==> run_1/registers.png <==
The bar under the picture is 20 um long.
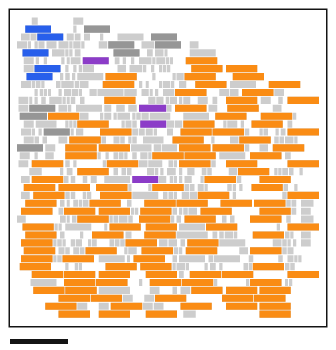
==> run_1/cell_classes.png <==
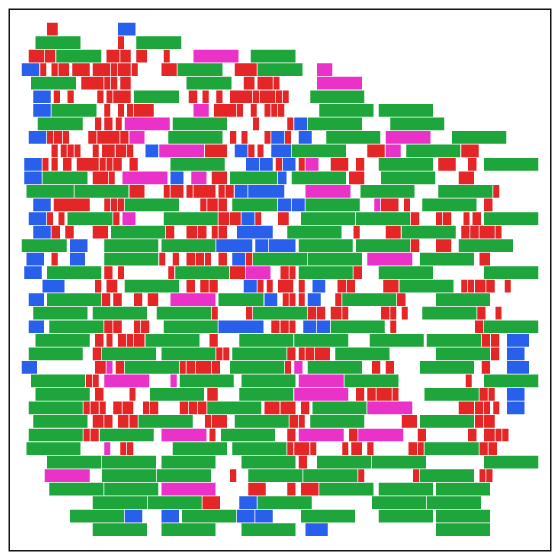
==> run_1/drive_strength.png <==
The bar under the picture is 20 um long.
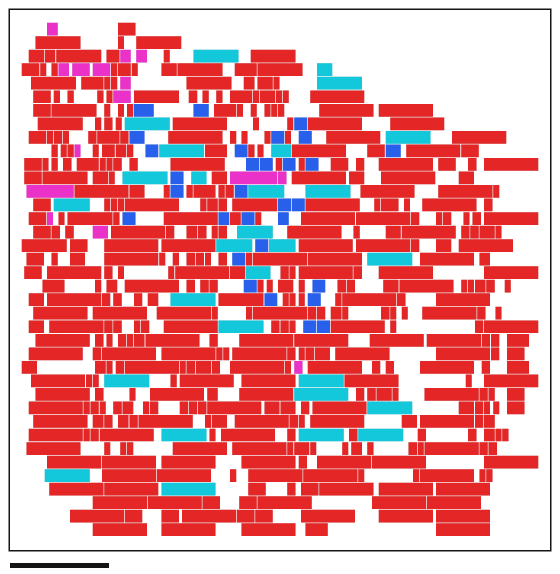
$ cat config.mk
export PLATFORM = sky130hd
export DESIGN_NAME = serial_rx_fifo_flat
export DESIGN_NICKNAME = d
export VERILOG_FILES = /design/src/rtl/serial_rx_fifo_if.sv /design/src/rtl/serial_rx_fifo.sv /design/src/flat_wrapper.sv
export SDC_FILE = /design/constraint.sdc
export NUM_CORES = 1
export LEC_CHECK = 0
export ABC_AREA = 1
export CORE_MARGIN = 2
export CORE_UTILIZATION = 55
export DETAILED_ROUTE_END_ITERATION = 8
export PLACE_DENSITY = 0.74
export SLEW_MARGIN = 10
export SYNTH_ARGS = -nofsm -noshare
export SYNTH_HDL_FRONTEND = slang
export SYNTH_SLANG_ARGS = --single-unit
$ cat constraint.sdc
create_clock -name clk -period 2.8 [get_ports clk]
set_input_delay 0.28 -clock clk [delete_from_list [all_inputs] [get_ports clk]]
set_output_delay 0.28 -clock clk [all_outputs]
set_load 0.01 [all_outputs]
$ cat src/rtl/serial_rx_fifo_if.sv
// serial_rx_fifo_if
//  Bundles the two handshakes around the receive FIFO:
//   - receiver side : rx_ready / rx_byte in, rxread acknowledge out
//   - CPU side      : rd_en / clr_ovr in, dout / empty / full / count /
//                     overrun out
//  Modports
//   slave  : the FIFO itself (consumes receiver bytes and CPU requests)
//   master : the environment driving it (receiver + CPU register logic)
//  Parameter AW sets the FIFO depth (2**AW); count is AW+1 bits wide.
interface serial_rx_fifo_if #(
  parameter int AW = 4
);
  logic          rx_ready;
  logic [7:0]    rx_byte;
  logic          rxread;
  logic          rd_en;
  logic [7:0]    dout;
  logic          empty;
  logic          full;
  logic [AW:0]   count;
  logic          overrun;
  logic          clr_ovr;

  modport slave (
    input  rx_ready, rx_byte, rd_en, clr_ovr,
    output rxread, dout, empty, full, count, overrun
  );

  modport master (
    output rx_ready, rx_byte, rd_en, clr_ovr,
    input  rxread, dout, empty, full, count, overrun
  );
endinterface

$ cat src/rtl/serial_rx_fifo.sv
// serial_rx_fifo
//  Receive-side buffer sitting directly behind the UART receiver. Each
//  completed byte is taken from rx_ready/rx_byte, acknowledged with a
//  one-cycle rxread pulse and stored in a 2**AW-entry FIFO. The oldest
//  byte is presented on dout in first-word-fall-through form.
//  Ports
//   clk    : system clock
//   reset  : asynchronous, active-low reset
//   bus    : serial_rx_fifo_if.slave
//            rx_ready/rx_byte/rxread  receiver handshake
//            rd_en                    pop request (ignored when empty)
//            dout                     head byte, valid while empty=0
//            empty/full/count         registered occupancy
//            overrun                  sticky drop flag, cleared by clr_ovr
module serial_rx_fifo #(
  parameter int AW = 4
) (
  input  logic               clk,
  input  logic               reset,
  serial_rx_fifo_if.slave    bus
);

  localparam int DEPTH = 1 << AW;
  localparam int CW    = AW + 1;

  typedef enum logic {
    ST_IDLE = 1'b0,
    ST_WAIT = 1'b1
  } state_e;

  state_e          state_q, state_d;
  logic            take;
  logic            rxread_q, rxread_d;
  logic [AW-1:0]   wr_ptr_q, wr_ptr_d;
  logic [AW-1:0]   rd_ptr_q, rd_ptr_d;
  logic [CW-1:0]   count_q, count_d;
  logic            empty_q, empty_d;
  logic            full_q, full_d;
  logic            overrun_q, overrun_d;
  logic            push;
  logic            pop;
  logic            drop;
  logic [7:0]      mem [DEPTH];

  // ---------------------------------------------------------------------
  // Ingest FSM: state register
  // ---------------------------------------------------------------------
  // NOTE: sequential state uses non-blocking assignments so every flop
  // samples the pre-edge value of every other flop.
  always_ff @(posedge clk or negedge reset) begin
    if (!reset) state_q <= ST_IDLE;
    else        state_q <= state_d;
  end

  // Ingest FSM: next state. WAIT holds until the receiver drops ready, so a
  // level that stays high after the acknowledge is never taken twice.
  always_comb begin
    // NOTE: every combinational output gets a default first so no path
    // leaves it unassigned and no latch is inferred.
    state_d = state_q;
    unique case (state_q)
      ST_IDLE: if (bus.rx_ready)  state_d = ST_WAIT;
      ST_WAIT: if (!bus.rx_ready) state_d = ST_IDLE;
      default:                    state_d = ST_IDLE;
    endcase
  end

  // Ingest FSM: outputs. A byte is taken on the IDLE->WAIT edge; the
  // acknowledge is registered so it appears for exactly the first WAIT cycle.
  always_comb begin
    take     = (state_q == ST_IDLE) && bus.rx_ready;
    rxread_d = take;
  end

  // ---------------------------------------------------------------------
  // FIFO control
  // ---------------------------------------------------------------------
  always_comb begin
    // A pop when empty is ignored. A full FIFO can still accept a byte if
    // the head is popped on the same edge, because full implies non-empty.
    pop  = bus.rd_en && !empty_q;
    push = take && (!full_q || bus.rd_en);
    drop = take && full_q && !bus.rd_en;

    wr_ptr_d = push ? wr_ptr_q + AW'(1) : wr_ptr_q;
    rd_ptr_d = pop  ? rd_ptr_q + AW'(1) : rd_ptr_q;

    count_d = count_q;
    unique case ({push, pop})
      2'b10:   count_d = count_q + CW'(1);
      2'b01:   count_d = count_q - CW'(1);
      default: count_d = count_q;
    endcase

    empty_d = (count_d == '0);
    full_d  = (count_d == CW'(DEPTH));

    // A drop on the same edge as a clear wins, so no loss is ever hidden.
    overrun_d = overrun_q;
    if (drop)             overrun_d = 1'b1;
    else if (bus.clr_ovr) overrun_d = 1'b0;
  end

  always_ff @(posedge clk or negedge reset) begin
    if (!reset) begin
      rxread_q  <= 1'b0;
      wr_ptr_q  <= '0;
      rd_ptr_q  <= '0;
      count_q   <= '0;
      empty_q   <= 1'b1;
      full_q    <= 1'b0;
      overrun_q <= 1'b0;
    end else begin
      rxread_q  <= rxread_d;
      wr_ptr_q  <= wr_ptr_d;
      rd_ptr_q  <= rd_ptr_d;
      count_q   <= count_d;
      empty_q   <= empty_d;
      full_q    <= full_d;
      overrun_q <= overrun_d;
    end
  end

  // NOTE: the storage array has no reset; empty qualifies dout, so stale
  // contents are never observable and the array can map onto plain RAM.
  always_ff @(posedge clk) begin
    if (push) mem[wr_ptr_q] <= bus.rx_byte;
  end

  assign bus.rxread  = rxread_q;
  assign bus.dout    = mem[rd_ptr_q];
  assign bus.empty   = empty_q;
  assign bus.full    = full_q;
  assign bus.count   = count_q;
  assign bus.overrun = overrun_q;

endmodule
$ cat src/flat_wrapper.sv
// flat-port wrapper written by rule: the top's interface ports become plain ports
module serial_rx_fifo_flat 
#(
  parameter int AW = 4
)
  (clk, reset, bus_rx_ready, bus_rx_byte, bus_rd_en, bus_clr_ovr, bus_rxread, bus_dout, bus_empty, bus_full, bus_count, bus_overrun);
  serial_rx_fifo_if #(.AW(AW)) bus_i ();
  input  logic clk;
  input  logic reset;
  input wire logic [$bits(bus_i.rx_ready)-1:0] bus_rx_ready;
  input wire logic [$bits(bus_i.rx_byte)-1:0] bus_rx_byte;
  input wire logic [$bits(bus_i.rd_en)-1:0] bus_rd_en;
  input wire logic [$bits(bus_i.clr_ovr)-1:0] bus_clr_ovr;
  output wire logic [$bits(bus_i.rxread)-1:0] bus_rxread;
  output wire logic [$bits(bus_i.dout)-1:0] bus_dout;
  output wire logic [$bits(bus_i.empty)-1:0] bus_empty;
  output wire logic [$bits(bus_i.full)-1:0] bus_full;
  output wire logic [$bits(bus_i.count)-1:0] bus_count;
  output wire logic [$bits(bus_i.overrun)-1:0] bus_overrun;
  assign bus_i.rx_ready = bus_rx_ready;
  assign bus_i.rx_byte = bus_rx_byte;
  assign bus_i.rd_en = bus_rd_en;
  assign bus_i.clr_ovr = bus_clr_ovr;
  assign bus_rxread = bus_i.rxread;
  assign bus_dout = bus_i.dout;
  assign bus_empty = bus_i.empty;
  assign bus_full = bus_i.full;
  assign bus_count = bus_i.count;
  assign bus_overrun = bus_i.overrun;
  serial_rx_fifo #(.AW(AW)) u_core (.clk(clk), .reset(reset), .bus(bus_i));
endmodule
==> Flow_metrics.wiki, run 1 <==
== Flow metrics ==
{| class="wikitable"
! Metric !! Value
|-
| Post-detailed-route wirelength per cell || about 21 um
|-
| FF-to-FF path depth || 12
|-
| Initial antenna violation count || 0
|-
| Mean post-synth cell area || 12.8 um2
|-
| Min Clock Period, post-route || 2.61 ns
|-
| Die outline height || about 110 um
|-
| Buffers outside the clock class || 57
|-
| DRT Pass-1 Iters || 6
|-
| Row count || 38
|-
| DR vias || 4015
|-
| Post-route antenna net violation count || 0
|-
| Number of combinational gates with multiple inputs || between 200 and 300
|-
| Post-placement cell count || around 640
|-
| Comb/total area || 0.211
|-
| Number of nets in the finished design || 544
|-
| Count of routing violations after the opening detailed-route iteration || between 300 and 400
|-
| CTS tree || yes
|-
| Layout buffering overhead excluding clock cells || 0.0790
|-
| Bufs on Longest Clock Path || 2
|-
| Number of pins exceeding their max-slew limit in the final report || 0
|-
| Number of H-tree branching levels || 4
|-
| Count of non-CTS inverters in the layout || 22
|-
| Critical path fanouts, max || 27
|-
| Area fraction of clock buffers and clock inverters || 0.0767
|-
| Post-CTS Hold Buffers || 0
|-
| Cell area leaders || edfxtp_1, dfrtp_1, o21ai_0
|-
| Top cell type's share of synthesized area || 0.639
|-
| Clock buf count || 17
|-
| Largest class || registers
|-
| Number of non-filler instances in the completed layout || about 680
|-
| Kind of start point of the critical path || flop
|-
| Total power draw || roughly 7600 uW
|-
| Status || finished, final reports clean
|-
| Layout Area Growth over Synthesis || 19.9%
|-
| Residual overflow from global routing || 0
|-
| Diode count || 0
|-
| Maximum VDD drop || a little under 0.7 mV
|-
| Number of global-route vias before repair || 4096
|-
| Number of setup violations in the final report || 0
|-
| X dimension of the die || 109 um
|-
| Final-layout fill cell count || roughly 830
|-
| Total of buffers placed on input and output ports || 29
|-
| Slack of the worst reg-to-reg path || approximately 0.78 ns
|-
| Cell with the biggest individual delay on the critical path || dfrtp_2
|-
| Fraction of layout cells with a size suffix above 1 || 0.136
|-
| Reg-to-reg critical path endpoint || u_core.bus.empty
|}
## Picture notes: registers.png
[purple] u_core.rd_ptr_q | placed flops: 4
[blue] u_core.bus.count | placed flops: 5 | where: upper left
[orange] u_core.mem | placed flops: 128 | where: all over the die
not coloured: 9

## Picture notes: cell_classes.png
[green] flip-flops | cells: 146
[red] all other logic | cells: 301
[magenta] clock drivers and dummy loads | cells: 31
[blue] other buffers and delay cells | cells: 57

## Picture notes: drive_strength.png
[cyan] drive 6 and up | cells: 28
[red] drive 1 or less | cells: 462
[blue] drive 3 to 4 | cells: 30
[magenta] drive 2 | cells: 15

==> run 1: how the worst max path moves through the flow <==
stage	from	endpoint	slack [ns]	depth (start not counted)
after CTS	u_core.rd_ptr_q[0]	bus_dout[4]	-0.0002	7
after detailed placement	bus_rx_ready	u_core.bus.empty	0.37	12
after floorplan	u_core.state_q	u_core.bus.empty	0.85	12
final	u_core.rd_ptr_q[0]	bus_dout[5]	0.19	7
after global placement	bus_rx_ready	u_core.bus.empty	0.43	12
after global routing	u_core.rd_ptr_q[0]	bus_dout[0]	0.11	7
==> run 1: what timing repair did <==
item,CTS,global route
cloned,0,1
buffers inserted,0,2
endpoints found under the setup margin,8,4
pin swaps,2,1
resized,10,8
==> run 1: synth_stat cells <==
cell      number
ha_1           8
dfrtp_1       17
buf_4          3
nor2_2         1
o221ai_1      16
nand3_1       14
o21ai_1        5
or2_1          1
xor2_1         7
nand2_2        4
clkbuf_1       8
nand2_4        1
inv_1         17
xnor2_1        1
o21bai_1       1
inv_2          4
o21ai_0       71
a21oi_1        1
nand4_1        3
nand3_2        3
clkinv_1       1
dfstp_2        1
mux2i_1        8
nor2_1        82
nor2_8         1
buf_2         12
nand3b_1       2
nand2_1       32
a21oi_2        1
edfxtp_1     128
o22ai_1       16
==> run 1: logic make-up after synthesis <==
family / after synthesis / synth area share
XOR/XNOR: 8 / 0.0117
adder cells (fa/ha/maj): 8 / 0.0166
buffers and inverters: 45 / 0.0325
AND-OR/OR-AND: 111 / 0.107
flip-flops: 146 / 0.714
multiplexers: 8 / 0.0133
AND/OR/NAND/NOR: 144 / 0.105
==> run 1: state kept, by name, summed over array words and instances (netlist names) <==
name / flops
u_core.rd_ptr_q: 4
u_core.bus.full: 1
u_core.state_q: 1
u_core.wr_ptr_q: 4
u_core.bus.rxread: 1
u_core.bus.count: 5
u_core.bus.empty: 1
u_core.mem: 128
u_core.bus.overrun: 1
==> run 1: power groups by stage <==
stage | combinational, uW | clock [uW] | sequential (uW)
floorplan | 1610 | 0 | 2760
global placement | 2500 | 0 | 2790
detailed placement | 2580 | 0 | 2800
CTS | 2590 | 2130 | 2760
global route | 2950 | 2220 | 2790
finish | 2690 | 2110 | 2770
==> run 1: layout by cell type (no fill, tap or decap), types with 3 or more instances in the layout <==
cell	n
buf_4	21
nand4_1	3
nor2_1	82
nand2_2	4
clkinv_1	5
clkinvlp_4	3
o21ai_1	6
edfxtp_1	128
o22ai_1	16
nand3_1	14
xor2_1	7
buf_12	3
clkinv_4	3
nand3_2	3
clkbuf_16	17
inv_1	16
dfrtp_1	16
nand2_1	32
o221ai_1	16
dlygate4sd2_1	4
o21ai_0	70
mux2i_1	8
clkdlybuf4s50_1	21
ha_1	8
dlymetal6s2s_1	4
==> run 1: per-stage QoR <==
step	util	setup slack, ns
after floorplan	-	0.853
after CTS	0.665	-0.000188
after detailed placement	0.612	0.370
after global routing	0.671	0.112
after global placement	0.612	0.427
final	0.671	0.193
==> run 1: routing by layer <==
metal / vias up / share of wire / global-route usage
met2: 190 / 0.51 / 0.420
li1: 1824 / - / -
met3: 22 / 0.084 / 0.0651
met4: 0 / 0.018 / 0.107
met5: - / 0 / 0
met1: 1979 / 0.39 / 0.318
==> run_1/clock_map.png <==
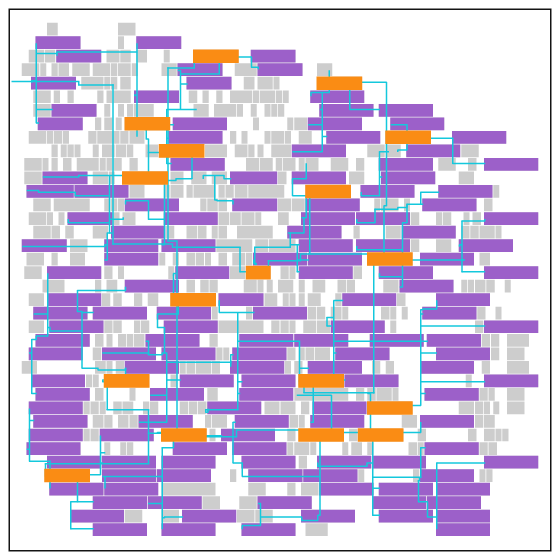

==> run 2, diff against run 1 <==
Settings changed: CORE_UTILIZATION 55 to 52, PLACE_DENSITY 0.74 to 0.7, SKIP_CTS_REPAIR_TIMING from default to 1.
==> run_2/clock_map.png <==
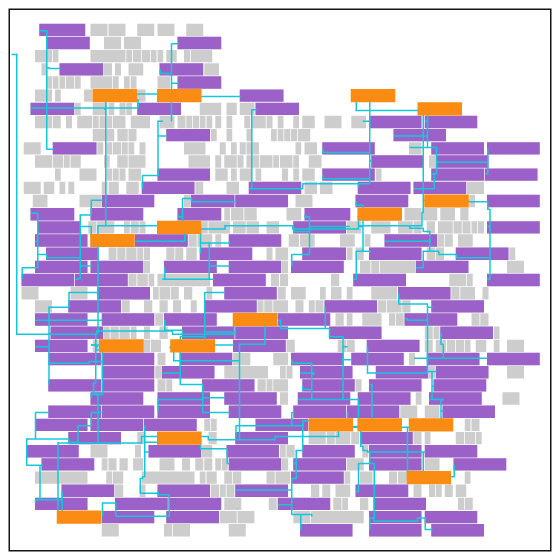
[orange] cells driving clock nets | count: 17
[cyan] clock wires | length: 1580 um
[purple] flip-flops | count: 146
flops lie: all over the die

==> Flow_metrics.wiki, run 2 <==
== Flow metrics ==
{| class="wikitable"
! Metric !! Value
|-
| Status || finished, final reports clean
|-
| DRT Pass-1 Iters || 5
|-
| Library cell with the highest instance count after synthesis || edfxtp_1
|-
| Die outline height || 112 um
|-
| CTS tree || yes
|-
| Final core occ || 0.638
|-
| Critical path fanouts, max || 37
|-
| Most frequent logic cell in the layout || edfxtp_1
|-
| Kind of start point of the critical path || flop
|-
| Mean post-synth cell area || roughly 13 um2
|-
| Min Clock Period, post-route || about 2.7 ns
|-
| Register with the most flip-flops || u_core.mem
|-
| Layout Area Growth over Synthesis || 20.6%
|-
| Number of pins exceeding their max-slew limit in the final report || 0
|-
| Number of H-tree branching levels || 4
|-
| Top cell type's share of synthesized area || 0.639
|-
| Cell with the biggest individual delay on the critical path || clkdlybuf4s50_1
|-
| Count of flip-flops with a built-in enable after synthesis || 128
|-
| Number of buffers created by CTS || 17
|-
| Total power draw || 7760 uW
|-
| X dimension of the die || 112 um
|-
| Bufs on Longest Clock Path || 2
|-
| Post-detailed-route wirelength per cell || 19.5 um
|-
| Total of buffers placed on input and output ports || 29
|-
| Cell area leaders || edfxtp_1, dfrtp_1, o21ai_0
|-
| Residual overflow from global routing || 0
|-
| Top_reg_cell synth || edfxtp_1
|-
| Top Layout Cells || edfxtp_1, nor2_1, o21ai_0
|-
| Count of routing violations after the opening detailed-route iteration || roughly 370
|-
| Maximum VDD drop || around 0.70 mV
|-
| Number of setup violations in the final report || 0
|-
| Post-route antenna net violation count || 0
|-
| Fraction of layout cells with a size suffix above 1 || 0.138
|-
| Initial antenna violation count || 0
|-
| Diode count || 0
|-
| Number of nets in the finished design || approximately 540
|-
| Most frequent cells after synthesis || edfxtp_1, nor2_1, o21ai_0, nand2_1
|}
run 2: worst register-to-register path: cells and delay by family, from the launching register on:
family          cells  cell delay (ns)
simple gates        7             0.78
flops               1             0.36
fa+ha+maj           1             0.41
buf+inv             3             0.22
compound gates      1             0.15
run 2: where the power goes:
| part | switching (uW) | total (uW) | internal (uW) |
|---|---|---|---|
| clock | 853 | 2350 | 1500 |
| sequential | 150 | 2730 | 2580 |
| combinational | 1610 | 2680 | 1070 |
run 2: final cells by class:
type	count	area, um2
inverters	22	87.6
clock buffers	20	437
repair buffers	57	546
well taps	143	179
multi-input cells	279	1520
fillers	857	4120
clock inverters	12	181
flip-flops and latches	146	4300
run 2: cells by family after synthesis:
| group | share of synthesized area |
|---|---|
| AOI/OAI and AO/OA | 0.107 |
| xor gates and xnor gates | 0.0117 |
| adders and majority gates | 0.0166 |
| buffers and inverters | 0.0325 |
| DFF | 0.714 |
| muxes | 0.0133 |
| and+or+nand+nor | 0.105 |
run 2: final timing paths:
kind | startpoint | to | slack, ns | depth (start not counted)
max | u_core.rd_ptr_q[0] | bus_dout[3] | 0.1 | 6
min | reset | u_core.wr_ptr_q[2] | 0.35 | 1
min reg2reg | u_core.bus.count[3] | u_core.bus.count[3] | 0.55 | 2
max reg2reg | u_core.state_q | u_core.bus.empty | 0.83 | 12
max in group asynchronous | reset | u_core.rd_ptr_q[0] | 1.87 | 1
min in group clk | bus_rx_ready | u_core.state_q | 0.35 | 1
run 2: stage by stage:
stage / setup WS [ns] / hold slack, ns / std cells
6_report: 0.0994 / 0.346 / 679
5_1_grt: -0.0224 / 0.342 / 679
4_1_cts: -0.0275 / 0.347 / 678
3_5_place_dp: 0.413 / 0.543 / 646
3_3_place_gp: 0.450 / 0.511 / 646
2_1_floorplan: 0.853 / -0.0156 / 470
run 2: per-layer routing:
| layer | wire length (um) | vias to the layer above | track usage |
|---|---|---|---|
| li1 | - | 1820 | - |
| met1 | 5920 | 1930 | 0.308 |
| met2 | 6270 | 139 | 0.333 |
| met3 | 930 | 7 | 0.0615 |
| met4 | 104 | 0 | 0.0864 |
| met5 | 0 | - | 0 |
==> run 3, diff against run 2 <==
Settings changed: SLEW_MARGIN 10 to 15.
==> run_3/cell_classes.png <==
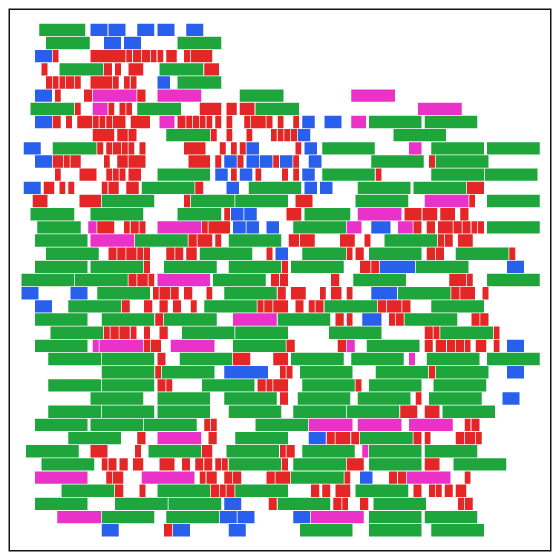
[magenta] clock drivers and dummy loads | cells: 32
[blue] other buffers and delay cells | cells: 57
[red] all other logic | cells: 301
[green] flip-flops | cells: 146

==> Flow_metrics.wiki, run 3 <==
== Flow metrics ==
{| class="wikitable"
! Metric !! Value
|-
| Status || finished, final reports clean
|-
| Synth Area in XOR/XNOR || 0.0117
|-
| Combinational cell fraction of total power || 0.345
|-
| Cell area leaders || edfxtp_1, dfrtp_1, o21ai_0
|-
| Most frequent cells after synthesis || edfxtp_1, nor2_1, o21ai_0, nand2_1
|-
| Post-placement cell count || ~650
|-
| Fraction of layout cells with a size suffix above 1 || 0.138
|-
| Register with the most flip-flops || u_core.mem
|-
| Min Hold Slack || 0.346 ns
|-
| Total of buffers placed on input and output ports || 29
|-
| Critical path fanouts, max || 37
|-
| Number of nets in the finished design || 544
|-
| Count of flip-flops with a built-in enable after synthesis || around 130
|-
| Initial antenna violation count || 0
|-
| Kind of start point of the critical path || flop
|-
| X dimension of the die || between 100 and 150 um
|-
| Switch Pwr || between 2000 and 3000 uW
|-
| Number of global-route vias before repair || 3753
|-
| Bufs on Longest Clock Path || 2
|-
| Top Layout Cells || edfxtp_1, nor2_1, o21ai_0
|-
| Cell with the biggest individual delay on the critical path || clkdlybuf4s50_1
|-
| DRT Pass-1 Iters || 5
|-
| Row count || 39
|-
| Top cell type's share of synthesized area || 0.639
|-
| Die outline height || 112 um
|-
| Most frequent logic cell in the layout || edfxtp_1
|-
| Number of H-tree branching levels || 4
|-
| Number of buffers created by CTS || 17
|-
| CTS tree || yes
|-
| Proportion of synthesized area in mux cells || 0.0133
|-
| Number of non-filler instances in the completed layout || roughly 680
|-
| Fraction of synthesis flops using an asynchronous set or reset pin || 0.123
|-
| Fraction of power spent switching nets || 0.336
|-
| Main logic family after synthesis || AND-OR/OR-AND gates
|-
| Number of setup violations in the final report || 0
|-
| Mean post-synth cell area || ~13 um2
|-
| Layout Area Growth over Synthesis || 20.6%
|}
==> run 3: cell counts in the layout (fill, tap and decap cells not counted) <==
No cell type changed its count.
==> run 3: layout make-up <==
class                      count  area, um2
timing repair buffer          57        546
multi-input combinational    279       1520
inverter                      22       87.6
clock buffer                  20        437
sequential                   146       4300
fill                         857       4120
clock inverter                12        181
tap                          143        179
==> run 3: metrics by stage <==
stage,util,setup WS [ns],setup TNS [ns],total power [uW],area (um2)
global route,0.638,-0.0224,-0.0275,8180,7250
global placement,0.579,0.450,0,5270,6590
CTS,0.634,-0.0275,-0.0275,7700,7200
floorplan,-,0.853,0,4370,6010
detailed placement,0.579,0.413,0,5320,6590
finish,0.638,0.0994,0,7760,7250
==> run 3: cells by family after synthesis <==
kind of cell | count (synthesis)
flops | 146
simple gates | 144
compound gates | 111
buf+inv | 45
xor+xnor | 8
mux | 8
fa+ha+maj | 8
==> run 3: power by group through the flow <==
stage / clock, uW / combinational [uW] / sequential [uW]
finish: 2350 / 2680 / 2730
global route: 2470 / 2960 / 2760
CTS: 2380 / 2600 / 2720
detailed placement: 0 / 2560 / 2760
global placement: 0 / 2510 / 2760
floorplan: 0 / 1610 / 2760
==> run 3: worst register-to-register path: cells and delay by family, from the launching register on <==
family	cells	cell delay [ns]
adders and majority gates	1	0.41
AOI/OAI and AO/OA	1	0.15
and+or+nand+nor	7	0.78
buffers and inverters	3	0.22
DFF	1	0.36
==> run 3: per-layer routing <==
layer / share of wire / routed length, um / up-vias / track usage
met4: 0.0079 / 104 / 0 / 0.0864
li1: - / - / 1820 / -
met1: 0.45 / 5920 / 1930 / 0.308
met5: 0 / 0 / - / 0
met2: 0.47 / 6270 / 139 / 0.333
met3: 0.070 / 930 / 7 / 0.0615
==> run 3: path summary, 6_finish.rpt <==
| path | startpoint | end | slack [ns] | cells past startpoint |
|---|---|---|---|---|
| max | u_core.rd_ptr_q[0] | bus_dout[3] | 0.1 | 6 |
| min | reset | u_core.wr_ptr_q[2] | 0.35 | 1 |
| max reg2reg | u_core.state_q | u_core.bus.empty | 0.83 | 12 |
| min reg2reg | u_core.bus.count[3] | u_core.bus.count[3] | 0.55 | 2 |
| max in group asynchronous | reset | u_core.rd_ptr_q[0] | 1.87 | 1 |
| min in group clk | bus_rx_ready | u_core.state_q | 0.35 | 1 |
Power and IR drop assume default switching activity.
